--- src/rtl/cpu_pkg.sv ---
// Shared CPU definitions used by the return-address-stack front end.
package cpu_pkg;

    // Sequencer modes: normal request handling, or draining the stack.
    typedef enum logic [0:0] {
        RUN   = 1'b0,
        CLEAR = 1'b1
    } ras_state_t;

    // Number of entries in the ras instance; the sequencer tracks depth against it.
    localparam int RAS_DEPTH = 8;

    // Instruction address width.
    localparam int ADDR_W = 16;

endpackage

--- src/rtl/ras_arb.sv ---
// Fixed-priority grant among N requesters: index 0 has the highest priority.
// A requester is ready when the arbiter is enabled and nobody above it asks.
module ras_arb #(
    parameter int N = 2
) (
    input  logic         en,
    input  logic [N-1:0] req,
    output logic [N-1:0] ready,
    output logic [N-1:0] gnt
);

    // blocked[i] is set when any requester with a lower index is requesting.
    logic [N-1:0] blocked;

    assign blocked[0] = 1'b0;

    generate
        for (genvar gi = 1; gi < N; gi++) begin : g_chain
            assign blocked[gi] = blocked[gi-1] | req[gi-1];
        end
        for (genvar gi = 0; gi < N; gi++) begin : g_grant
            assign ready[gi] = en & ~blocked[gi];
            assign gnt[gi]   = ready[gi] & req[gi];
        end
    endgenerate

endmodule

--- src/rtl/ras_ctrl.sv ---
// Sequencer/arbiter in front of the return address stack. Issues at most one
// push or pop per cycle, tracks depth and overflowed calls so the predicted
// return target can be qualified, and drains the stack on context switch.
module ras_ctrl
    import cpu_pkg::*;
#(
    parameter int DEPTH = RAS_DEPTH,
    parameter int AW    = ADDR_W,
    parameter int LOSTW = 8
) (
    input  logic          clk,
    input  logic          rst,
    input  logic          dec_call,
    input  logic          dec_ret,
    input  logic [AW-1:0] dec_addr,
    output logic          dec_ready,
    input  logic          irq_entry,
    input  logic          irq_exit,
    input  logic [AW-1:0] irq_pc,
    output logic          irq_ready,
    input  logic          ctx_clear,
    output logic          ras_push,
    output logic          ras_pop,
    output logic [AW-1:0] ras_data,
    input  logic [AW-1:0] ras_top,
    input  logic          ras_err,
    output logic [AW-1:0] pred_addr,
    output logic          pred_valid,
    output logic          busy,
    output logic          fault
);

    localparam int DW = $clog2(DEPTH + 1);
    localparam logic [DW-1:0]    DEPTH_MAX = DW'(DEPTH);
    localparam logic [DW-1:0]    DEPTH_ONE = DW'(1);
    localparam logic [LOSTW-1:0] LOST_MAX  = '1;
    localparam logic [LOSTW-1:0] LOST_ONE  = LOSTW'(1);

    ras_state_t      state_reg, state_next;
    logic [DW-1:0]    depth_reg, depth_next;
    logic [LOSTW-1:0] lost_reg,  lost_next;
    logic             fault_reg;

    // Requests are only taken in RUN, and never in the cycle that starts a
    // clear or while reset is asserted.
    logic       run_en;
    logic [1:0] req;
    logic [1:0] ready;
    logic [1:0] gnt;

    assign run_en = (state_reg == RUN) & ~ctx_clear & ~rst;
    assign req    = {dec_call | dec_ret, irq_entry | irq_exit};

    // Interrupt side sits at index 0 so it always wins over decode.
    ras_arb #(
        .N(2)
    ) u_arb (
        .en   (run_en),
        .req  (req),
        .ready(ready),
        .gnt  (gnt)
    );

    assign irq_ready = ready[0];
    assign dec_ready = ready[1];

    // Decode the granted request into a single operation; pop beats push.
    logic          op_push;
    logic          op_pop;
    logic [AW-1:0] op_addr;

    always_comb begin
        op_pop  = (gnt[0] & irq_exit) | (gnt[1] & dec_ret);
        op_push = (gnt[0] & irq_entry & ~irq_exit) | (gnt[1] & dec_call & ~dec_ret);
        op_addr = gnt[0] ? irq_pc : dec_addr;
    end

    // Next-state and strobe generation; strobes are zero-latency so ras
    // updates on the same edge as depth/lost.
    always_comb begin
        state_next = state_reg;
        depth_next = depth_reg;
        lost_next  = lost_reg;
        ras_push   = 1'b0;
        ras_pop    = 1'b0;
        ras_data   = '0;
        if (!rst) begin
            case (state_reg)
                RUN: begin
                    if (ctx_clear) begin
                        state_next = CLEAR;
                        lost_next  = '0;
                    end else if (op_push) begin
                        if (depth_reg != DEPTH_MAX) begin
                            ras_push   = 1'b1;
                            ras_data   = op_addr;
                            depth_next = depth_reg + DEPTH_ONE;
                        end else if (lost_reg != LOST_MAX) begin
                            // Stack full: remember the call so its return is not
                            // matched against a stale entry.
                            lost_next = lost_reg + LOST_ONE;
                        end
                    end else if (op_pop) begin
                        if (lost_reg != '0) begin
                            lost_next = lost_reg - LOST_ONE;
                        end else if (depth_reg != '0) begin
                            ras_pop    = 1'b1;
                            depth_next = depth_reg - DEPTH_ONE;
                        end
                    end
                end
                CLEAR: begin
                    if (depth_reg != '0) begin
                        ras_pop    = 1'b1;
                        depth_next = depth_reg - DEPTH_ONE;
                    end else begin
                        state_next = RUN;
                    end
                end
                default: state_next = RUN;
            endcase
        end
    end

    // State registers; fault is sticky until reset.
    always_ff @(posedge clk) begin
        if (rst) begin
            state_reg <= RUN;
            depth_reg <= '0;
            lost_reg  <= '0;
            fault_reg <= 1'b0;
        end else begin
            state_reg <= state_next;
            depth_reg <= depth_next;
            lost_reg  <= lost_next;
            fault_reg <= fault_reg | ras_err;
        end
    end

    assign pred_addr  = ras_top;
    assign pred_valid = (depth_reg != '0) && (lost_reg == '0) && (state_reg == RUN);
    assign busy       = (state_reg == CLEAR);
    assign fault      = fault_reg;

endmodule

--- config.mk ---
export PLATFORM = sky130hd
export DESIGN_NAME = ras_ctrl
export DESIGN_NICKNAME = d
export VERILOG_FILES = /design/src/rtl/cpu_pkg.sv /design/src/rtl/ras_arb.sv /design/src/rtl/ras_ctrl.sv
export SDC_FILE = /design/constraint.sdc
export NUM_CORES = 1
export LEC_CHECK = 0
export CORE_UTILIZATION = 37
export DETAILED_ROUTE_END_ITERATION = 10
export HOLD_SLACK_MARGIN = 0.05
export PLACE_DENSITY_LB_ADDON = 0.3
export SLEW_MARGIN = 5
export SYNTH_ARGS = -nofsm -noshare
export SYNTH_HDL_FRONTEND = slang
export SYNTH_SLANG_ARGS = --single-unit
--- constraint.sdc ---
create_clock -name clk -period 3.33 [get_ports clk]
set_input_delay 0.666 -clock clk [delete_from_list [all_inputs] [get_ports clk]]
set_output_delay 0.666 -clock clk [all_outputs]
set_load 0.01 [all_outputs]
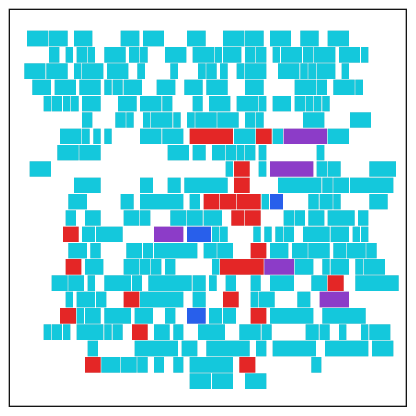
(run_1/drive_strength.png)
(6 px per um)
Key: drive 3 to 4 = red [cells 21]; drive 2 = blue [cells 3]; drive 6 and up = purple [cells 5]; drive 1 or less = cyan [cells 245]

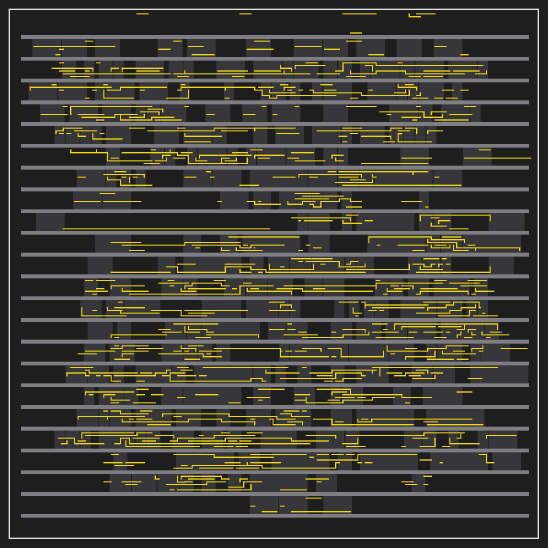
(run_1/met1.png)
(8 px per um) Supply wires on this layer in gray. Cells faint in the background.
The layer carries 1890 um of wire. 300 nets have wire on it. The longest straight run is 25.8 um. The wires run mostly horizontal. The layer holds 45% of the routed length.

==> Slide: Implementation Results, run 1 <==
Implementation Results

Worst hold path
  • Hold-critical path depth: 2
  • Hold Crit Class: flip-flop to flip-flop
  • Worst hold start: fault$_SDFF_PP0_
  • Hold EP: fault$_SDFF_PP0_

Critical path
  • CP Class: input pin to flip-flop
  • Arr. time, crit path: 3.35 ns
  • FF-to-FF setup slack: 0.73 ns
  • Worst Reg-to-Reg Cells: 9
  • Worst setup SP type: input pin
  • CP required: 3.51 ns
  • R2R Path Start: busy$_SDFF_PP0_
  • Critical R2R Capture: lost_reg[4]$_SDFFE_PP0P_
  • Worst setup EP type: flip-flop

CTS
  • Hold buffer count at CTS: 0
  • TritonCTS Buffers: 3
  • Clock root buffer: clkbuf_8
  • Worst-path clk slew: ~0.06 ns
  • Number of post-CTS setup repair buffers: 0
  • Max clock buf depth: 2
  • CTS tree: done
  • Clk sinks: 14

Drt
  • Initial drt markers: 69
  • Via count of the routed design: 1657
  • # DRC: 0
  • Antenna viol nets, final: 0
  • Routed wire per std cell: 13.1 um
  • Met3 WL: 130 um
  • First-pass DRT Iterations: 4
  • Via density per instance: 5.15
  • WL final: 4.21 mm

Finish
  • Antenna cells: 0
  • Max reg flops: 8
  • Area Overhead vs Synth: 46.3%
  • Logic area: around 1000 sq um
  • FILL cells: 370
  • Final net count: approximately 340
  • Layout cells sized above 1: 10.6%
  • Register area: 280 sq um
  • Final Util: 58.3%

Synthesis
  • Ys async rst share: 0%
  • Chip area in the Yosys report: 1510 sq um
  • Yosys synthesis warning count: 0
  • Count of library flops with an enable pin: 0
  • Largest type area fraction: 18.5%
  • Yosys cell types: 45
  • Dominant flop cell: dfxtp_1
  • Ys flops: 14
  • Ys cells: 217
  • Post-synth top cells: 39 x nand2_1, 27 x a21oi_1, 16 x buf_4
  • Post-Synthesis Cells: 217
  • Biggest area consumer among synthesized cells: dfxtp_1
  • Cell area after synthesis: 1510 sq um
  • Top cells by area: dfxtp_1 19%, nand2_1 9.7%, a21oi_1 8.9%
  • Floorplan Nets: 282
  • Yosys top cell by instances: nand2_1
  • Sequential cell area fraction in the yosys report: approximately 19%

Placement
  • Dpl hpwl: 3.25 mm
  • Port bufs: 62

Final timing
  • Cycle use final: 95.4%
  • Setup TNS: 0 ns
  • Final Hold Violation Tally: 0
  • Min cycle time layout: 3.18 ns
  • Setup-failing EPs final: 0
  • Highest clock rate: about 310 MHz
  • Max-slew headroom: 74.4%
  • RSZ-0062 raised after global routing: false
  • Clock skew: around 0.0017 ns

Floorplan
  • Pre-Place Util: 39.8%
  • Ports: between 90 and 100
  • Die x size: 65.9 um
  • Die height: 65.9 um
  • Core area: 3800 sq um

Status
  • Outcome: complete, no violations

Power and ir drop
  • Max VDD drop: 171 uV

GRT
  • Total global-route track usage: slightly below 20%
  • Pin count of the biggest net entering global routing: 23
  • Initial antenna violation count: 0
  • Vias in the first global route: 1492

Flow run
  • MaxCap Viol Count: 0
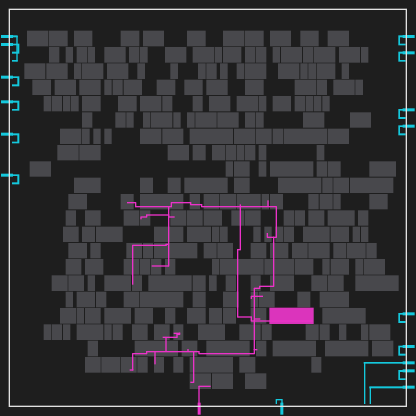
(run_1/port_nets.png)
(6 px per um)
Key: pred_addr = cyan [bits 16, direction output, end cells 0, buffers 0, wire 68.1 um]; busy = magenta [bits 1, direction output, end cells 1, buffers 2, wire 169 um]

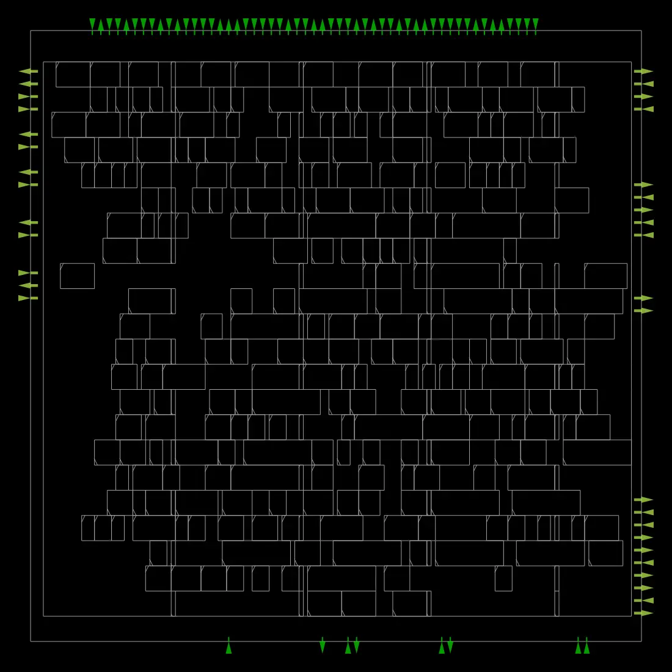
(run_1/final_placement.png)
n_taps: 48
# rows: 22

==> run 1: what timing repair did <==
item / 4_1_cts / 5_1_grt
cloned: 0 / 0
pin swaps: 0 / 0
endpoints found under the setup margin: 18 / 3
resized: 18 / 2
==> run 1: metal layers <==
| metal | up-vias | GRT usage, % |
|---|---|---|
| li1 | 872 | - |
| met1 | 761 | 24.4 |
| met2 | 22 | 35.2 |
| met3 | 2 | 4.14 |
| met4 | 0 | 4.26 |
| met5 | - | 0 |
==> run 1: cells by family (layout without fill, tap and decap cells) <==
family	count (synthesis)	after routing	synth area share, %
flip-flops	14	14	18.5
AND-OR/OR-AND	62	62	26.0
buffers and inverters	38	95	14.6
XOR/XNOR	5	5	2.89
multiplexers	2	2	1.41
adder cells (fa/ha/maj)	9	9	7.94
AND/OR/NAND/NOR	87	87	28.7
==> run 1: report_power, final <==
part | switching (mW) | internal (mW) | leakage [nW]
clock network | 0.0580 | 0.0800 | 0.0216
registers | 0.0431 | 0.201 | 0.115
logic | 0.241 | 0.262 | 0.818
total | 0.342 | 0.542 | 0.955
==> run 1: final cells by class <==
cell class | instances | share of cell area, %
multi-input cells | 165 | 46.0
repair buffers | 81 | 34.8
flip-flops and latches | 14 | 12.7
well taps | 48 | 2.71
inverters | 11 | 1.98
clock buffers | 3 | 1.87
==> run 1: worst max path at each step <==
stage | cells after the start | slack (ns) | start | endpoint
2_1_floorplan | 10 | 0.28 | rst | lost_reg[5]$_SDFFE_PP0P_
3_3_place_gp | 11 | -0.12 | ctx_clear | lost_reg[5]$_SDFFE_PP0P_
3_5_place_dp | 11 | -0.15 | ctx_clear | lost_reg[5]$_SDFFE_PP0P_
4_1_cts | 7 | 0.007 | ctx_clear | ras_push
5_1_grt | 11 | 0.03 | ctx_clear | lost_reg[5]$_SDFFE_PP0P_
6_report | 10 | 0.15 | ctx_clear | lost_reg[4]$_SDFFE_PP0P_
==> run 1: per-stage QoR <==
step | setup WS (ns) | hold WS, ns | std cells | total power, mW | cell area (sq um)
after floorplan | 0.276 | 0.484 | 217 | 0.579 | 1510
after global placement | -0.116 | 0.444 | 319 | 0.741 | 2180
after detailed placement | -0.150 | 0.456 | 319 | 0.749 | 2180
after CTS | 0.00709 | 0.469 | 322 | 0.886 | 2210
after global routing | 0.0341 | 0.495 | 322 | 0.964 | 2210
final | 0.152 | 0.462 | 322 | 0.884 | 2210
==> run 1: cell usage in the layout (no fill, tap or decap), types with 3 or more instances in the layout <==
cell / n
a21oi_1: 26
and2_1: 3
buf_4: 17
clkbuf_8: 3
clkdlybuf4s50_1: 44
dfxtp_1: 14
dlygate4sd2_1: 17
ha_1: 8
inv_1: 10
nand2_1: 38
nand4_1: 3
nor2_1: 11
nor2b_1: 3
nor3_1: 6
nor3b_1: 3
o211ai_1: 4
o21ai_0: 9
o21ai_1: 8
or4_1: 6
xnor2_1: 4
==> run 1: critical path, stage by stage <==
cell	delay [ns]
clkdlybuf4s50_1	0.45
or3_4	0.43
a211oi_4	0.25
buf_4	0.17
inv_4	0.06
fa_1	0.39
a21oi_1	0.25
o211ai_1	0.14
or4_1	0.40
a21oi_1	0.15
==> inputs of run 2 (changes only) <==
--- a/config.mk
+++ b/config.mk
@@ -7,6 +7,7 @@
 export LEC_CHECK = 0
 export CORE_UTILIZATION = 37
 export DETAILED_ROUTE_END_ITERATION = 10
+export GPL_ROUTABILITY_DRIVEN = 0
 export HOLD_SLACK_MARGIN = 0.05
 export PLACE_DENSITY_LB_ADDON = 0.3
 export SLEW_MARGIN = 5
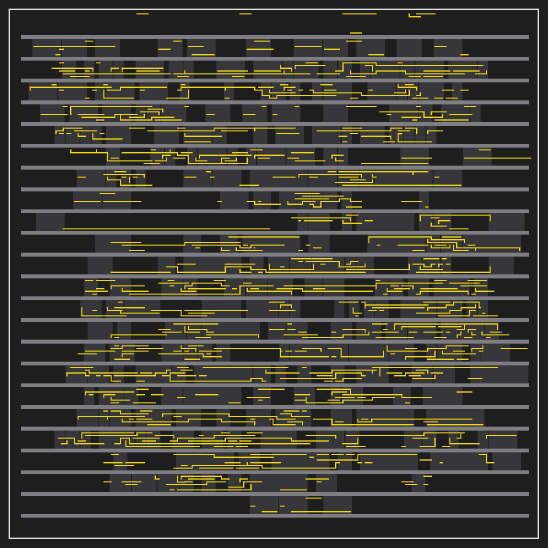
(run_2/met1.png)
(8 px per um) Supply wires on this layer in gray. Cells faint in the background.
The longest straight run is 25.8 um. The layer holds 45% of the routed length.
via count of the routed design: 1657
WL final: 4.21 mm
met1 Use GR: 24.4%

==> run 2 against run 1 <==
Net effect: clock power barely moved; non-clock buffer count did not move; global-route usage did not move; core utilization did not move; count of clock-buffer cells in the layout did not move; sequential share of layout area did not move; critical path depth did not move; first-iteration DRC count did not move; flip-flop count did not move; sequential power barely moved.
==> Slide: Implementation Results, run 2 <==
Implementation Results

Placement
  • Placed insts: 319 (unchanged)
  • Port bufs: 62 (unchanged)
  • Place WS: -0.150 ns (unchanged)
  • Dpl hpwl: 3.25 mm (unchanged)

Final timing
  • Slew @ Worst Pin: 0.384 ns (unchanged)
  • Setup-failing EPs final: 0 (unchanged)
  • Max-slew headroom: 74.4% (unchanged)
  • Pins Over Slew Limit: 0 (unchanged)
  • Highest clock rate: 315 MHz (unchanged)
  • RSZ-0062 raised after global routing: false (unchanged)
  • Final setup margin: 0.152 ns (unchanged)
  • Final Hold Violation Tally: 0 (unchanged)
  • Setup TNS: 0 ns (unchanged)
  • Clock skew: 0.00174 ns (unchanged)
  • Min cycle time layout: 3.18 ns (unchanged)
  • Cycle use final: 95.4% (unchanged)

Status
  • Outcome: complete, no violations (unchanged)

Critical path
  • Arr. time, crit path: 3.35 ns (about the same)
  • FF-to-FF setup slack: 0.73 ns (about the same)
  • Worst setup SP type: input pin (unchanged)
  • Critical Path Fanout Max: 8 (unchanged)
  • Worst setup EP type: flip-flop (unchanged)
  • CP required: 3.51 ns (about the same)
  • CP Class: input pin to flip-flop (unchanged)
  • R2R Path Start: busy$_SDFF_PP0_ (unchanged)
  • Critical R2R Capture: lost_reg[4]$_SDFFE_PP0P_ (unchanged)
  • Worst Reg-to-Reg Cells: 9 (unchanged)

Floorplan
  • # rows: 22 (unchanged)
  • Die ar.: 4350 sq um (unchanged)
  • Die height: 65.9 um (unchanged)
  • Core area: 3800 sq um (unchanged)
  • Pre-Place Util: 39.8% (unchanged)
  • Die x size: 65.9 um (unchanged)
  • Ports: 95 (unchanged)

Synthesis
  • Floorplan Nets: 282 (unchanged)
  • Synth logic family: simple AND/OR/NAND/NOR gates (unchanged)
  • Dominant flop cell: dfxtp_1 (unchanged)
  • Syn avg cell area: 6.97 sq um (unchanged)
  • XOR/XNOR Area Share: 2.89% (unchanged)
  • Ys cells: 217 (unchanged)
  • AO/OA Area Share: 26.0% (unchanged)
  • Ys flops: 14 (unchanged)
  • Yosys top cell by instances: nand2_1 (unchanged)
  • Yosys cell types: 45 (unchanged)
  • Post-synth top cells: 39 x nand2_1, 27 x a21oi_1, 16 x buf_4 (unchanged)
  • Post-Synth Simple-Gate Area: 28.7% (unchanged)
  • Sequential cell area fraction in the yosys report: 18.5% (unchanged)
  • Cell area after synthesis: 1510 sq um (unchanged)
  • Biggest area consumer among synthesized cells: dfxtp_1 (unchanged)
  • Yosys synthesis warning count: 0 (unchanged)
  • Count of library flops with an enable pin: 0 (unchanged)
  • Post-Synthesis Cells: 217 (unchanged)
  • Post-synthesis mux area share: 1.41% (unchanged)
  • Top cells by area: dfxtp_1 19%, nand2_1 9.7%, a21oi_1 8.9% (unchanged)
  • Largest type area fraction: 18.5% (unchanged)
  • Chip area in the Yosys report: 1510 sq um (unchanged)
  • Adder Area Share: 7.94% (unchanged)
  • Ys async rst share: 0% (unchanged)

Finish
  • Area Overhead vs Synth: 46.3% (unchanged)
  • Final net count: 341 (unchanged)
  • Layout cells sized above 1: 10.6% (unchanged)
  • Post-Layout Cell Count: 322 (unchanged)
  • Max reg flops: 8 (unchanged)
  • Top Layout Cells: 44 x clkdlybuf4s50_1, 38 x nand2_1, 26 x a21oi_1, 17 x dlygate4sd2_1, 17 x buf_4 (unchanged)
  • Commonest Layout Cell: clkdlybuf4s50_1 (unchanged)
  • Antenna cells: 0 (unchanged)

GRT
  • Initial antenna violation count: 0 (unchanged)
  • First-pass GRT wire length: 6.84 mm (unchanged)
  • Vias in the first global route: 1492 (unchanged)
  • Pin count of the biggest net entering global routing: 23 (unchanged)
  • Total global-route track usage: 19.9% (unchanged)
  • Overflow after GRT: 0 (unchanged)

CTS
  • Worst-Skew Late Latency: 0.24 ns (about the same)
  • TritonCTS Buffers: 3 (unchanged)
  • Clock root buffer: clkbuf_8 (unchanged)
  • Clk sinks: 14 (unchanged)
  • Max clock buf depth: 2 (unchanged)
  • CTS tree: done (unchanged)
  • Max H-tree Level: 1 (unchanged)
  • Worst-path clk slew: 0.06 ns (about the same)

Drt
  • Routed wire per std cell: 13.1 um (unchanged)
  • First-pass DRT Iterations: 4 (unchanged)
  • Initial drt markers: 69 (unchanged)
  • Antenna viol nets, final: 0 (unchanged)
  • # DRC: 0 (unchanged)
  • Via density per instance: 5.15 (unchanged)

Flow run
  • Log Warnings: 27 (unchanged)
  • MaxCap Viol Count: 0 (unchanged)

Worst hold path
  • Hold-critical path depth: 2 (unchanged)
  • Hold EP: fault$_SDFF_PP0_ (unchanged)
  • Hold Crit Class: flip-flop to flip-flop (unchanged)
  • Worst hold start: fault$_SDFF_PP0_ (unchanged)

Power and ir drop
  • Leak pwr: 0.955 nW (unchanged)
  • Max VDD drop: 171 uV (unchanged)
  • Pwr dens: 400 nW/um^2 (unchanged)
## run 2: metal layers
metal | up-vias | track usage, % | part of all wire (%)
met5 | - | 0 | 0
met4 | 0 | 4.26 | 0.45
met3 | 2 | 4.14 | 3.1
met2 | 22 | 35.2 | 51
met1 | 761 | 24.4 | 45
li1 | 872 | - | -
## run 2: worst max-delay path by stage
stage	start	endpoint	slack [ns]	cells after the start
6_report	ctx_clear	lost_reg[4]$_SDFFE_PP0P_	0.15	10
5_1_grt	ctx_clear	lost_reg[5]$_SDFFE_PP0P_	0.03	11
4_1_cts	ctx_clear	ras_push	0.007	7
3_5_place_dp	ctx_clear	lost_reg[5]$_SDFFE_PP0P_	-0.15	11
3_3_place_gp	ctx_clear	lost_reg[5]$_SDFFE_PP0P_	-0.12	11
2_1_floorplan	rst	lost_reg[5]$_SDFFE_PP0P_	0.28	10
## run 2: power by group
group / internal (mW) / total, mW / switching (mW)
Combinational: 0.262 / 0.502 / 0.241
Clock: 0.0800 / 0.138 / 0.0580
Sequential: 0.201 / 0.244 / 0.0431
Total: 0.542 / 0.884 / 0.342
## run 2: worst max-delay path, cell delays in order
cell and delay (ns):
clkdlybuf4s50_1 0.45, or3_4 0.43, a211oi_4 0.25, buf_4 0.17, inv_4 0.06, fa_1 0.39
a21oi_1 0.25, o211ai_1 0.14, or4_1 0.40, a21oi_1 0.15
## run 2: cell type report
| type | count | area (sq um) |
|---|---|---|
| multi-input combinational | 165 | 1020 |
| sequential | 14 | 280 |
| timing repair buffer | 81 | 769 |
| inverter | 11 | 43.8 |
| tap | 48 | 60.1 |
| fill | 370 | 1590 |
| clock buffer | 3 | 41.3 |
## run 2: repair_timing
item | 4_1_cts | 5_1_grt
hold buffers | 0 | 0
setup buffers | 0 | 0
resized | 18 | 2
gates cloned | 0 | 0
endpoints found under the setup margin | 18 | 3
## run 2: cell families (layout without fill, tap and decap cells)
logic type               after synthesis  count (layout)
AND-OR/OR-AND                         62              62
XOR/XNOR                               5               5
adder cells (fa/ha/maj)                9               9
buffers and inverters                 38              95
flip-flops                            14              14
multiplexers                           2               2
AND/OR/NAND/NOR                       87              87
## run 2: through the flow
stage          total power [mW]  utilization, %  instance area [sq um]  hold slack [ns]
2_1_floorplan             0.579               -                   1510            0.484
3_3_place_gp              0.741            57.5                   2180            0.444
3_5_place_dp              0.749            57.5                   2180            0.456
4_1_cts                   0.886            58.1                   2210            0.469
5_1_grt                   0.964            58.3                   2210            0.495
6_report                  0.884            58.3                   2210            0.462
No activity file was given, so power comes from the tool's default toggle rates.
